**src/rtl/ctrl_sumador_multibyte.sv**
```systemverilog
// ctrl_sumador_multibyte: shares one 8-bit ripple-carry adder (SUM_RIZADO)
// between two requesters and performs WORDS-byte additions byte-serially,
// LSB byte first, with the inter-byte carry held in a register.
// Optional build macro: CTRL_SUMADOR_SUB_EN adds per-requester op0/op1
// (0=add, 1=sub) inputs and a signed-overflow output ovf.

// SUM_RIZADO: 8-bit adder. The PwrC value selects how it is described to the
// power-characterisation flow: explicit full-adder cells (0) or a behavioural
// sum (non-zero). Both descriptions are functionally identical.
module SUM_RIZADO #(
  parameter int PwrC = 0
) (
  input  logic [7:0] a,
  input  logic [7:0] b,
  input  logic       ci,
  output logic [7:0] s,
  output logic       co
);

  generate
    if (PwrC == 0) begin : g_cells
      logic [8:0] c;
      assign c[0] = ci;
      for (genvar i = 0; i < 8; i++) begin : g_fa
        assign s[i]   = a[i] ^ b[i] ^ c[i];
        assign c[i+1] = (a[i] & b[i]) | (c[i] & (a[i] ^ b[i]));
      end
      assign co = c[8];
    end else begin : g_behav
      assign {co, s} = {1'b0, a} + {1'b0, b} + {8'b0, ci};
    end
  endgenerate

endmodule

module ctrl_sumador_multibyte #(
  parameter int WORDS = 4,
  parameter int PwrC  = 0
) (
  input  logic                 clk,
  input  logic                 rst,
  input  logic                 req0,
  input  logic [8*WORDS-1:0]   a0,
  input  logic [8*WORDS-1:0]   b0,
  input  logic                 req1,
  input  logic [8*WORDS-1:0]   a1,
  input  logic [8*WORDS-1:0]   b1,
  output logic                 ack0,
  output logic                 ack1,
  output logic                 busy,
  output logic                 done,
  output logic [8*WORDS-1:0]   res,
  output logic                 res_id,
  output logic                 cout
`ifdef CTRL_SUMADOR_SUB_EN
  ,
  input  logic                 op0,
  input  logic                 op1,
  output logic                 ovf
`endif
);

  localparam int N  = 8 * WORDS;
  localparam int IW = $clog2(WORDS);
  localparam logic [IW-1:0] LAST_IDX = IW'(WORDS - 1);

  typedef enum logic [1:0] {
    IDLE,
    RUN,
    DONE
  } state_t;

  state_t         state;
  logic [IW-1:0]  idx;
  logic           carry;
  logic           last_grant;
  logic [N-1:0]   opa;
  logic [N-1:0]   opb;

  logic           grant0;
  logic           grant1;
  logic           grant_any;
  logic           init_carry;

  logic [7:0]     add_a;
  logic [7:0]     add_b;
  logic [7:0]     add_s;
  logic           add_co;

  // Round-robin arbitration, evaluated only while idle; on a tie the
  // requester that was not served last wins.
  always_comb begin
    grant0 = 1'b0;
    grant1 = 1'b0;
    if (state == IDLE && !rst) begin
      if (req0 && req1) begin
        grant0 = last_grant;
        grant1 = !last_grant;
      end else begin
        grant0 = req0;
        grant1 = req1;
      end
    end
  end

  assign ack0      = grant0;
  assign ack1      = grant1;
  assign grant_any = grant0 | grant1;

  assign add_a = opa[7:0];

`ifdef CTRL_SUMADOR_SUB_EN
  logic sub_q;
  logic sub_sel;

  assign sub_sel    = grant1 ? op1 : op0;
  assign init_carry = sub_sel;
  assign add_b      = sub_q ? ~opb[7:0] : opb[7:0];

  // Remember the operation type of the granted request and flag signed
  // overflow from the sign bits of the final (MSB) byte.
  always_ff @(posedge clk or posedge rst) begin
    if (rst) begin
      sub_q <= 1'b0;
      ovf   <= 1'b0;
    end else begin
      if (grant_any) begin
        sub_q <= sub_sel;
      end
      if (state == RUN && idx == LAST_IDX) begin
        ovf <= (add_a[7] == add_b[7]) && (add_s[7] != add_a[7]);
      end
    end
  end
`else
  assign init_carry = 1'b0;
  assign add_b      = opb[7:0];
`endif

  SUM_RIZADO #(
    .PwrC(PwrC)
  ) u_sum (
    .a (add_a),
    .b (add_b),
    .ci(carry),
    .s (add_s),
    .co(add_co)
  );

  // Sequencer: latch operands at grant, feed one byte per cycle through the
  // shared adder, shift sum bytes into res from the top, then pulse done.
  always_ff @(posedge clk or posedge rst) begin
    if (rst) begin
      state      <= IDLE;
      idx        <= '0;
      carry      <= 1'b0;
      last_grant <= 1'b1;
      opa        <= '0;
      opb        <= '0;
      res        <= '0;
      res_id     <= 1'b0;
      cout       <= 1'b0;
      done       <= 1'b0;
      busy       <= 1'b0;
    end else begin
      case (state)
        IDLE: begin
          done <= 1'b0;
          if (grant_any) begin
            opa        <= grant1 ? a1 : a0;
            opb        <= grant1 ? b1 : b0;
            res_id     <= grant1;
            last_grant <= grant1;
            carry      <= init_carry;
            idx        <= '0;
            busy       <= 1'b1;
            state      <= RUN;
          end
        end
        RUN: begin
          opa   <= opa >> 8;
          opb   <= opb >> 8;
          res   <= {add_s, res[N-1:8]};
          carry <= add_co;
          idx   <= idx + 1'b1;
          if (idx == LAST_IDX) begin
            cout  <= add_co;
            done  <= 1'b1;
            state <= DONE;
          end
        end
        DONE: begin
          done  <= 1'b0;
          busy  <= 1'b0;
          state <= IDLE;
        end
        default: begin
          done  <= 1'b0;
          busy  <= 1'b0;
          state <= IDLE;
        end
      endcase
    end
  end

endmodule

```
**config.mk**
```make
export PLATFORM = sky130hd
export DESIGN_NAME = ctrl_sumador_multibyte
export DESIGN_NICKNAME = d
export VERILOG_FILES = /design/src/rtl/ctrl_sumador_multibyte.sv
export SDC_FILE = /design/constraint.sdc
export NUM_CORES = 1
export LEC_CHECK = 0
export CAP_MARGIN = 20
export CORE_MARGIN = 1.5
export CORE_UTILIZATION = 50
export CTS_CLUSTER_SIZE = 20
export DETAILED_ROUTE_END_ITERATION = 6
export HOLD_SLACK_MARGIN = 0.02
export PLACE_DENSITY = 0.86
export RECOVER_POWER = 25
export SLEW_MARGIN = 0
export SYNTH_ARGS = -nofsm -noshare
export SYNTH_HDL_FRONTEND = slang
export SYNTH_SLANG_ARGS = --single-unit
```
**constraint.sdc**
```tcl
create_clock -name clk -period 6.5 [get_ports clk]
set_clock_uncertainty 0.2 [all_clocks]
set_input_delay 1.95 -clock clk [delete_from_list [all_inputs] [get_ports clk]]
set_output_delay 1.95 -clock clk [all_outputs]
set_load 0.01 [all_outputs]
```
**Run 1: cells coloured by class**

Fill, decap, tap and diode cells in grey.
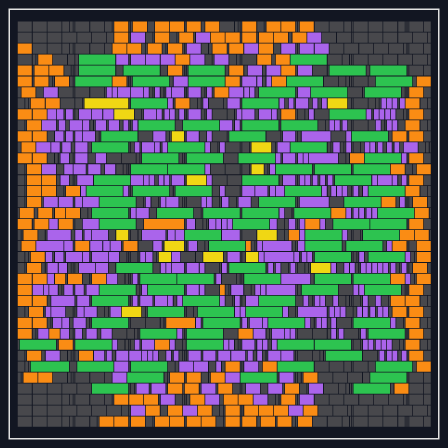
legend:
  green:
    class: flip-flops
    cells: 106
    share_of_their_area: 37%
  orange:
    class: other buffers and delay cells
    cells: 177
    share_of_their_area: 25%
  yellow:
    class: clock drivers and dummy loads
    cells: 15
    share_of_their_area: 2.8%
  purple:
    class: all other logic
    cells: 394
    share_of_their_area: 35%
design area: 0.00728 mm²
Finished Core Util: 70.5%

**Run 1: nets reached from selected ports**

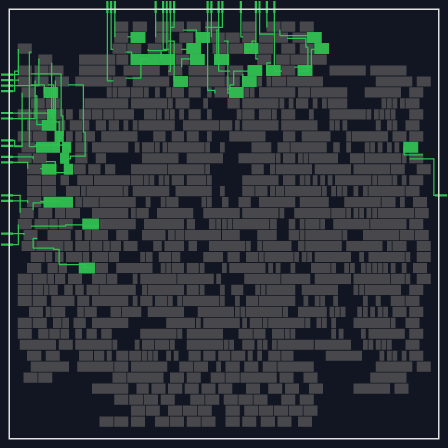
legend:
  green:
    port: b0
    direction: input
    end_cells: 32
    buffers: 32
    wire: 629 µm
io pins: 170
PortBufs: 169

**Run 1: metal 2**

Cells faint in the background.
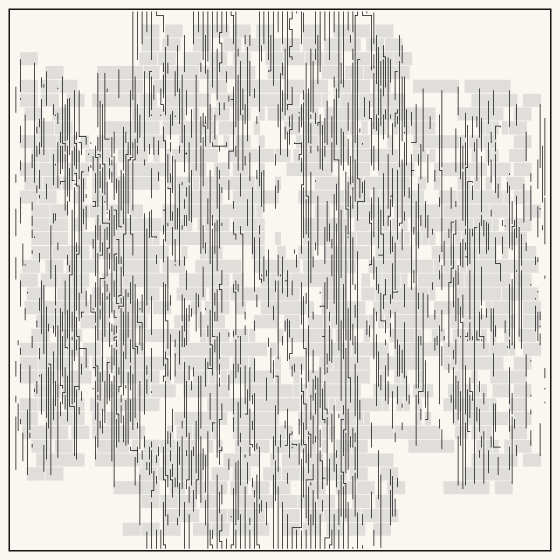
share of all routed wire: 52%
nets with wire on the layer: 710
longest straight run: 50.3 µm
main direction: vertical
DR vias: 4630
GR Util met2: 44.2%

**Run 1: cell placement**

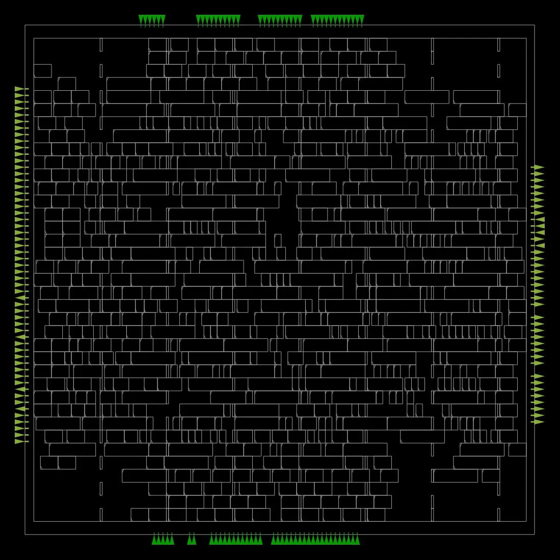
flop share of the area: 36.5%
final cell count without fillers: 828
fillers: 751
area of the core: 0.0103 mm²

==> run 1: routing by layer <==
metal  track usage, %  share of wire [%]
met1             28.5                 39
met2             44.2                 52
met3             5.03                6.4
met4             7.92                2.6
met5                0                  0
==> run 1: worst min-delay path, delay by kind of cell, from the launching register on <==
kind | cells | cell delay, ns
DFF | 1 | 0.36
and+or+nand+nor | 2 | 0.10
==> run 1: cells in the mapped netlist, drive strengths merged <==
cell    number
nand3        1
a21o         2
nor2         3
a21bo        1
inv         59
and2         1
buf         25
clkbuf      18
nor3        15
mux2i       48
or3          1
o22ai        1
o21ai        4
nand2      142
nand4       13
ha           1
fa           8
o21bai       1
nor2b        2
o41a         3
a21boi       1
o221ai      48
o31ai       13
dfrtp      105
a21oi        6
dfstp        1
o221a        3
a311oi      13
nand2b       4
==> run 1: worst paths after layout <==
path	start	slack, ns	depth (start not counted)	endpoint
setup / recovery	req1	0.59	5	ack1
hold / removal	res[3]$_DFFE_PP0P_	0.28	2	res[3]$_DFFE_PP0P_
setup reg to reg	state[0]$_DFFE_PP0P_	1.83	4	opa[1]$_DFFE_PP0P_
hold reg to reg	res[3]$_DFFE_PP0P_	0.28	2	res[3]$_DFFE_PP0P_
max in group asynchronous	rst	1.89	3	opb[3]$_DFFE_PP0P_
min in group asynchronous	rst	2.69	2	opa[28]$_DFFE_PP0P_
==> run 1: cell families after synthesis <==
logic type | Yosys count | synth area share [%]
buffers and inverters | 102 | 8.21
adder cells (fa/ha/maj) | 9 | 3.25
AND-OR/OR-AND | 96 | 15.0
multiplexers | 48 | 9.04
AND/OR/NAND/NOR | 182 | 14.6
flip-flops | 106 | 49.9
==> run 1: power breakdown <==
| group | switching [W] | internal [W] |
|---|---|---|
| Sequential | 0.000194 | 0.000942 |
| Clock | 0.000225 | 0.000181 |
| Combinational | 0.000695 | 0.000597 |
==> run 1: metrics by stage <==
| stage | hold slack, ns | cells |
|---|---|---|
| after floorplan | 0.246 | 543 |
| after global placement | 0.256 | 811 |
| after detailed placement | 0.264 | 812 |
| after CTS | 0.286 | 827 |
| after global routing | 0.305 | 828 |
| final | 0.283 | 828 |
==> run 1: state kept, by name, indices dropped and copies added (netlist names) <==
signal / count
idx: 2
opa: 32
busy: 1
state: 2
carry: 1
last_grant: 1
cout: 1
res_id: 1
res: 32
done: 1
opb: 32
==> run 1: layout make-up <==
class / count / area [µm²]
fillers: 751 / 3050
inverters: 59 / 223
multi-input cells: 335 / 2260
flip-flops and latches: 106 / 2650
repair buffers: 177 / 1780
well taps: 136 / 170
clock inverters: 6 / 73.8
clock buffers: 9 / 124
==> flow_summary.json, run 1 <==
{
  "fin_setup_tns_ns": 0,
  "yosys_warnings": 0,
  "violations": "max-capacitance violations, max-slew violations",
  "wl_um": 13100,
  "dp.final_hpwl_um": 9820,
  "antenna_found_initial": 0,
  "initialDrtViolationCount": 214,
  "grt_pass1_vias": 4736,
  "drtAntennaViolNets": 0,
  "cts_resized": 0,
  "ys_area_mm2": 0.00532,
  "yosys.cell_types.count": 35,
  "critPathMaxStageDelay_ns": 0.61,
  "post-synth-top-area-cell": "dfrtp_1",
  "fmax_mhz": 169,
  "cts_sinks": 106,
  "syn-num-nets": 684,
  "grt_use_total_pct": 24.3,
  "placed_area_mm2": 0.00708,
  "cap_violations": 3,
  "ys.flops": 106,
  "path_clk_slew_ns": 0.10,
  "synth_stat.cells": 543,
  "status": "complete, but fails checks",
  "die-height_um": 106,
  "hold_class": "register to register",
  "cts_tree": "yes",
  "criticalPathCategory": "input pin to output port",
  "area_delta_synth_final_pct": 36.9,
  "clk_path_buf_depth": 2,
  "crit_buf_inv": 3,
  "powerDensity_mw_per_mm2": 389,
  "finalCritPeriodShare_pct": 91.0,
  "slew_viol_final": 162,
  "rsz0062_at_grt": "no"
}
==> run 2: changes to the inputs <==
- CORE_MARGIN: 1.5 -> 4
==> run 2 against run 1 <==
Against the previous run:
- clock power down 8.4%
- critical path depth unchanged
- area after synthesis unchanged
- largest cell class unchanged
- routed wire length up 3.9%
- sequential share of layout area up 0.050 points
- the flow still finishes with violations (max-capacitance violations, max-slew violations)
- critical path type unchanged
- total power down 1.6%
- via count down 1.9%
==> flow_summary.json, run 2 <==
{
  "status": "complete, but fails checks",
  "violations": "max-capacitance violations, max-slew violations",
  "reg_top3": "opa: 32 flops, opb: 32 flops, res: 32 flops",
  "regArea_mm2": 0.00265,
  "ys_area_mm2": 0.00532,
  "yosys_warnings": 0,
  "cap_violations": 2,
  "criticalPathCategory": "input pin to output port",
  "synth.cellmix.compoundShare_pct": 15.0,
  "hp-start": "res[6]$_DFFE_PP0P_",
  "die-height_um": 111,
  "ys.flops": 106,
  "io_pins": 170,
  "drtAntennaViolNets": 0,
  "post-synth-top-area-cell": "dfrtp_1",
  "edf_count": 0,
  "critPathLaunch": "req1",
  "worstReg2RegStart": "carry$_DFFE_PP0P_",
  "area_delta_synth_final_pct": 36.7,
  "drc": 0,
  "slew_viol_final": 117,
  "comb_area_mm2": 0.00226,
  "grt_pass1_vias": 4649,
  "fp.coreArea_mm2": 0.0103,
  "final_common_cell": "clkdlybuf4s50_1",
  "cts_resized": 0,
  "ys.flop_type": "dfrtp_1",
  "antenna_found_initial": 0,
  "muxShareOfSynthArea_pct": 9.04,
  "cts_tree": "yes",
  "syn-num-nets": 684,
  "synth-xor-area-share_pct": 0,
  "synthTopLogicFamily": "AND-OR/OR-AND gates",
  "finalCritPeriodShare_pct": 90.6,
  "hold_class": "register to register",
  "top_cell": "nand2_1",
  "nFillCells": 792,
  "fmax_mhz": 170,
  "clk_path_buf_depth": 2,
  "initialDrtViolationCount": 275,
  "fin_setup_tns_ns": 0,
  "path_clk_slew_ns": 0.10,
  "ir_drop_mv": 0.243,
  "grt_use_total_pct": 21.9,
  "yosys.cell_types.count": 35,
  "ys_sh_simple_pct": 14.6,
  "synth_stat.cells": 543,
  "rsz0062_at_grt": "no",
  "adder_share_pct": 3.25
}
==> run 2: final cells by class <==
| type | count | share of cell area [%] |
|---|---|---|
| clock buffer | 11 | 1.95 |
| clock inverter | 5 | 0.551 |
| sequential | 106 | 36.5 |
| inverter | 59 | 3.06 |
| timing repair buffer | 179 | 24.5 |
| tap | 136 | 2.34 |
| multi-input combinational | 335 | 31.1 |
==> run 2: where the power goes <==
group	total (W)	internal, W	switching (W)
logic	0.00128	0.000587	0.000694
registers	0.00114	0.000942	0.000194
clock network	0.000372	0.000151	0.000220
==> run 2: critical path, cell delays in order <==
cell and delay (ns):
clkdlybuf4s50_1 0.54, nand2b_1 0.43, nand3_1 0.19, inv_1 0.09, clkdlybuf4s50_1 0.53
==> run 2: layer usage <==
metal | wire length [µm] | vias up | track usage (%)
li1 | - | 2176 | -
met1 | 5250 | 2163 | 26.0
met2 | 7060 | 179 | 39.1
met3 | 938 | 25 | 5.57
met4 | 337 | 0 | 6.49
met5 | 0 | - | 0
==> run 2: path summary, 6_finish.rpt <==
path,to,cells after the start
setup reg to reg,res[31]$_DFFE_PP0P_,12
hold reg to reg,res[6]$_DFFE_PP0P_,2
setup / recovery,ack0,5
min in group asynchronous,res_id$_DFFE_PP0P_,2
max in group asynchronous,opb[11]$_DFFE_PP0P_,3
hold / removal,res[6]$_DFFE_PP0P_,2
==> run 2: cells by family (layout without fill, tap and decap cells) <==
group | Yosys count | count (layout)
AND/OR/NAND/NOR | 182 | 182
flip-flops | 106 | 106
buffers and inverters | 102 | 254
AND-OR/OR-AND | 96 | 96
multiplexers | 48 | 48
adder cells (fa/ha/maj) | 9 | 9
==> run 2: per-stage QoR <==
stage / power [W] / instances / hold WS [ns] / area [µm²] / util, %
final: 0.00279 / 831 / 0.283 / 7270 / 70.4
after global routing: 0.00302 / 831 / 0.315 / 7270 / 70.4
after CTS: 0.00280 / 829 / 0.285 / 7250 / 70.2
after detailed placement: 0.00242 / 813 / 0.261 / 7060 / 68.4
after global placement: 0.00235 / 813 / 0.256 / 7060 / 68.4
after floorplan: 0.00194 / 543 / 0.246 / 5320 / -
**Run 2: cells coloured by class**

Fill, decap, tap and diode cells in grey.
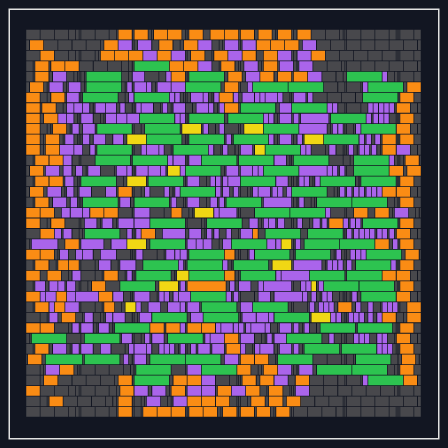
flop share of the area: 36.5%
std cell rows: 37
design area: 0.00727 mm²
Finished Core Util: 70.4%

**Run 2: nets reached from selected ports**

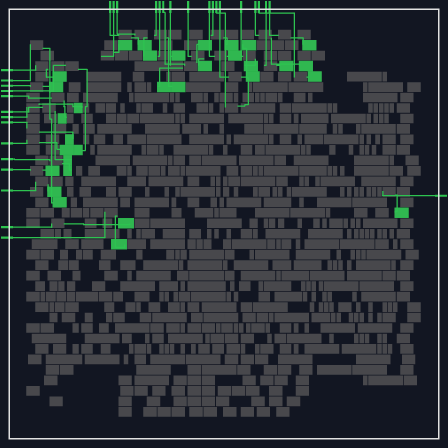

**Run 2: metal 3**

Bar = 20 µm.
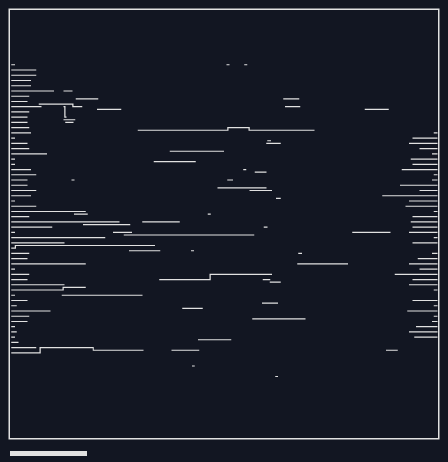
share of all routed wire: 6.9%
nets with wire on the layer: 122
wire length on this layer: 939 µm
main direction: horizontal
GR Util met3: 5.57%
DR vias: 4543
Detailed Route WL: 13600 µm

==> run 3: changes to the inputs <==
- CORE_UTILIZATION: 50 -> 47
- PLACE_DENSITY: 0.86 -> 0.81
- REMOVE_ABC_BUFFERS: unset -> 1
- clock period: 6.5 -> 5.46 ns (I/O delays scaled with it)
==> run 3 against run 2 <==
Against the previous run:
- the flow still finishes with violations (max-capacitance violations, max-slew violations)
- critical path depth stayed put
- final cell count is 0.84% higher
- routed wire length is 2.5% higher
- non-clock buffer count is 3 higher
- area after synthesis stayed put
- die area is 5.9% higher
- global-route usage is 0.26 points lower
- design area is 1.7% higher
- flip-flop count stayed put
- sequential share of layout area is 0.61 points lower
- hold slack worse by 0.0089 ns
- core utilization is 2.8 points lower
- critical endpoint unchanged
==> flow_summary.json, run 3 <==
{
  "drc": 0,
  "final_common_cell": "clkdlybuf4s50_1",
  "cts_sinks": 106,
  "grt_use_total_pct": 21.6,
  "vias": 4522,
  "cap_violations": 3,
  "reg_top3": "opa: 32 flops, opb: 32 flops, res: 32 flops",
  "path_clk_slew_ns": 0.08,
  "synth.top_cells.by_count": "nand2_1, dfrtp_1, inv_1",
  "power.total_w": 0.00351,
  "post-synth-top-area-cell": "dfrtp_1",
  "top_cell": "nand2_1",
  "drtAntennaViolNets": 0,
  "powerDensity_mw_per_mm2": 475,
  "hold_class": "register to register",
  "portBuffers": 169,
  "synth_stat.cells": 543,
  "ir_drop_mv": 0.350,
  "wl_per_cell_um": 16.6,
  "ys.flops": 106,
  "antenna_found_initial": 0,
  "wl_um": 13900,
  "slew_viol_final": 146,
  "ys_area_mm2": 0.00532,
  "cts_tree": "yes",
  "io_pins": 170,
  "die-height_um": 114,
  "ys.flop_type": "dfrtp_1",
  "area_delta_synth_final_pct": 39.0,
  "dp.final_hpwl_um": 10100,
  "placed_area_mm2": 0.00712,
  "initialDrtViolationCount": 292,
  "async_flop_share_pct": 100,
  "gp_congestion": 0.874,
  "rsz0062_at_grt": "no",
  "clk_path_buf_depth": 2,
  "grt_max_degree": 62,
  "nFillCells": 889,
  "violations": "max-capacitance violations, max-slew violations",
  "fmax_mhz": 195,
  "cts_resized": 0,
  "yosys.cell_types.count": 35,
  "status": "complete, but fails checks",
  "criticalPathCategory": "input pin to output port"
}
[run 3: netlist changes by cell type in the layout (fill, tap and decap cells not counted), sizes merged]
| cell | previous run | this run |
|---|---|---|
| clkinvlp | 4 | 3 |
| buf | 9 | 11 |
| inv | 58 | 60 |
[run 3: final timing paths]
path / start / slack, ns / to / depth (start not counted)
max: rst / 0.34 / ack0 / 5
min: res[7]$_DFFE_PP0P_ / 0.27 / res[7]$_DFFE_PP0P_ / 2
max reg2reg: state[1]$_DFFE_PP0P_ / 1.13 / opb[5]$_DFFE_PP0P_ / 4
min reg2reg: res[7]$_DFFE_PP0P_ / 0.27 / res[7]$_DFFE_PP0P_ / 2
max in group asynchronous: rst / 1.36 / res[19]$_DFFE_PP0P_ / 3
min in group asynchronous: rst / 2.42 / opb[31]$_DFFE_PP0P_ / 2
[run 3: cells by family after synthesis]
logic type	synth area share (%)
multiplexers	9.04
AND-OR/OR-AND	15.0
buffers and inverters	8.21
AND/OR/NAND/NOR	14.6
flip-flops	49.9
adder cells (fa/ha/maj)	3.25
[run 3: per-layer routing]
layer	part of all wire [%]	track usage (%)
met5	0	0
met3	5.8	4.49
met2	51	37.7
met4	1.4	4.75
met1	42	27.8
[run 3: power by group]
group	switching, W	internal, W
sequential	0.000224	0.00112
clock	0.000300	0.000316
combinational	0.000844	0.000704
[run 3: final cells by class]
class	instances	area [µm²]	share of cell area [%]
sequential	106	2650	35.9
clock buffer	10	229	3.10
multi-input combinational	335	2260	30.5
tap	140	175	2.37
inverter	59	223	3.01
timing repair buffer	182	1800	24.4
clock inverter	6	51.3	0.694
[run 3: through the flow]
step	hold WS [ns]	TNS, ns	instances
after floorplan	0.246	-0.713	500
after global placement	0.258	0	820
after detailed placement	0.261	0	821
after CTS	0.279	0	837
after global routing	0.291	0	838
final	0.275	0	838
[run 3: critical path, stage by stage]
cell             delay (ns)
dlygate4sd3_1          0.63
nor3_4                 0.22
nand3_1                0.16
inv_1                  0.10
clkdlybuf4s50_1        0.53
**Run 3: nets reached from selected ports**

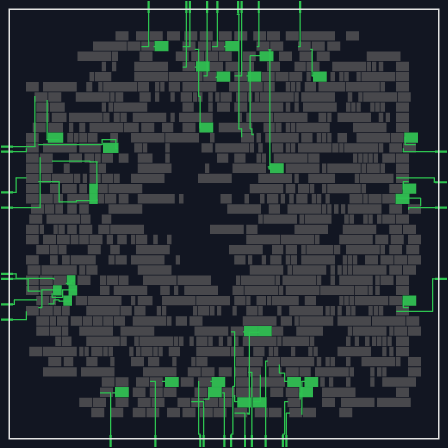
legend:
  green:
    port: b0
    direction: input
    end_cells: 32
    buffers: 32
    wire: 727 µm

**Run 3: cell placement**

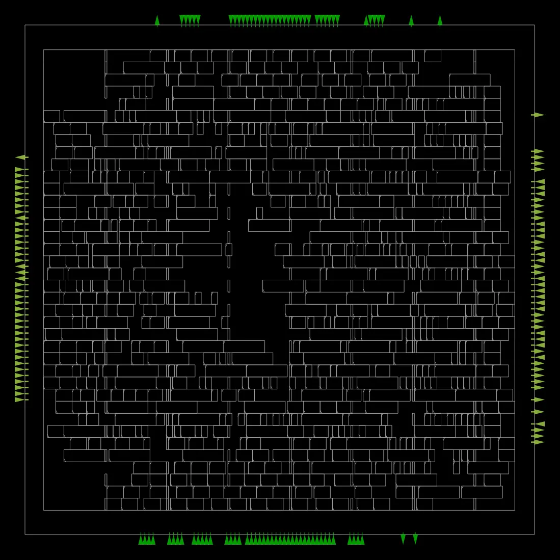
final cell count without fillers: 838
seq_cells: 106
Finished Core Util: 67.6%
flop share of the area: 35.9%

**Run 3: cells coloured by class**

Fill, decap, tap and diode cells in grey.
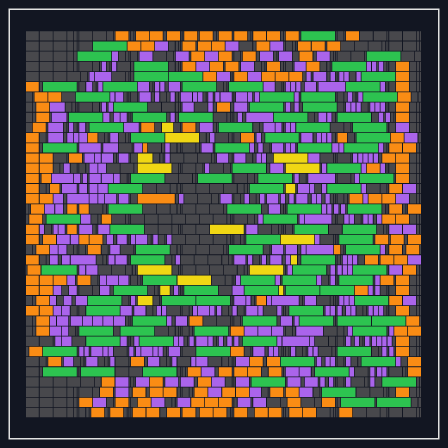
legend:
  orange:
    class: other buffers and delay cells
    cells: 182
    share_of_their_area: 25%
  yellow:
    class: clock drivers and dummy loads
    cells: 16
    share_of_their_area: 3.9%
  purple:
    class: all other logic
    cells: 394
    share_of_their_area: 34%
  green:
    class: flip-flops
    cells: 106
    share_of_their_area: 37%
area of the core: 0.0109 mm²
std cell rows: 38
design area: 0.00739 mm²

Power figures rest on the tool's default switching activity, not on a simulated workload.
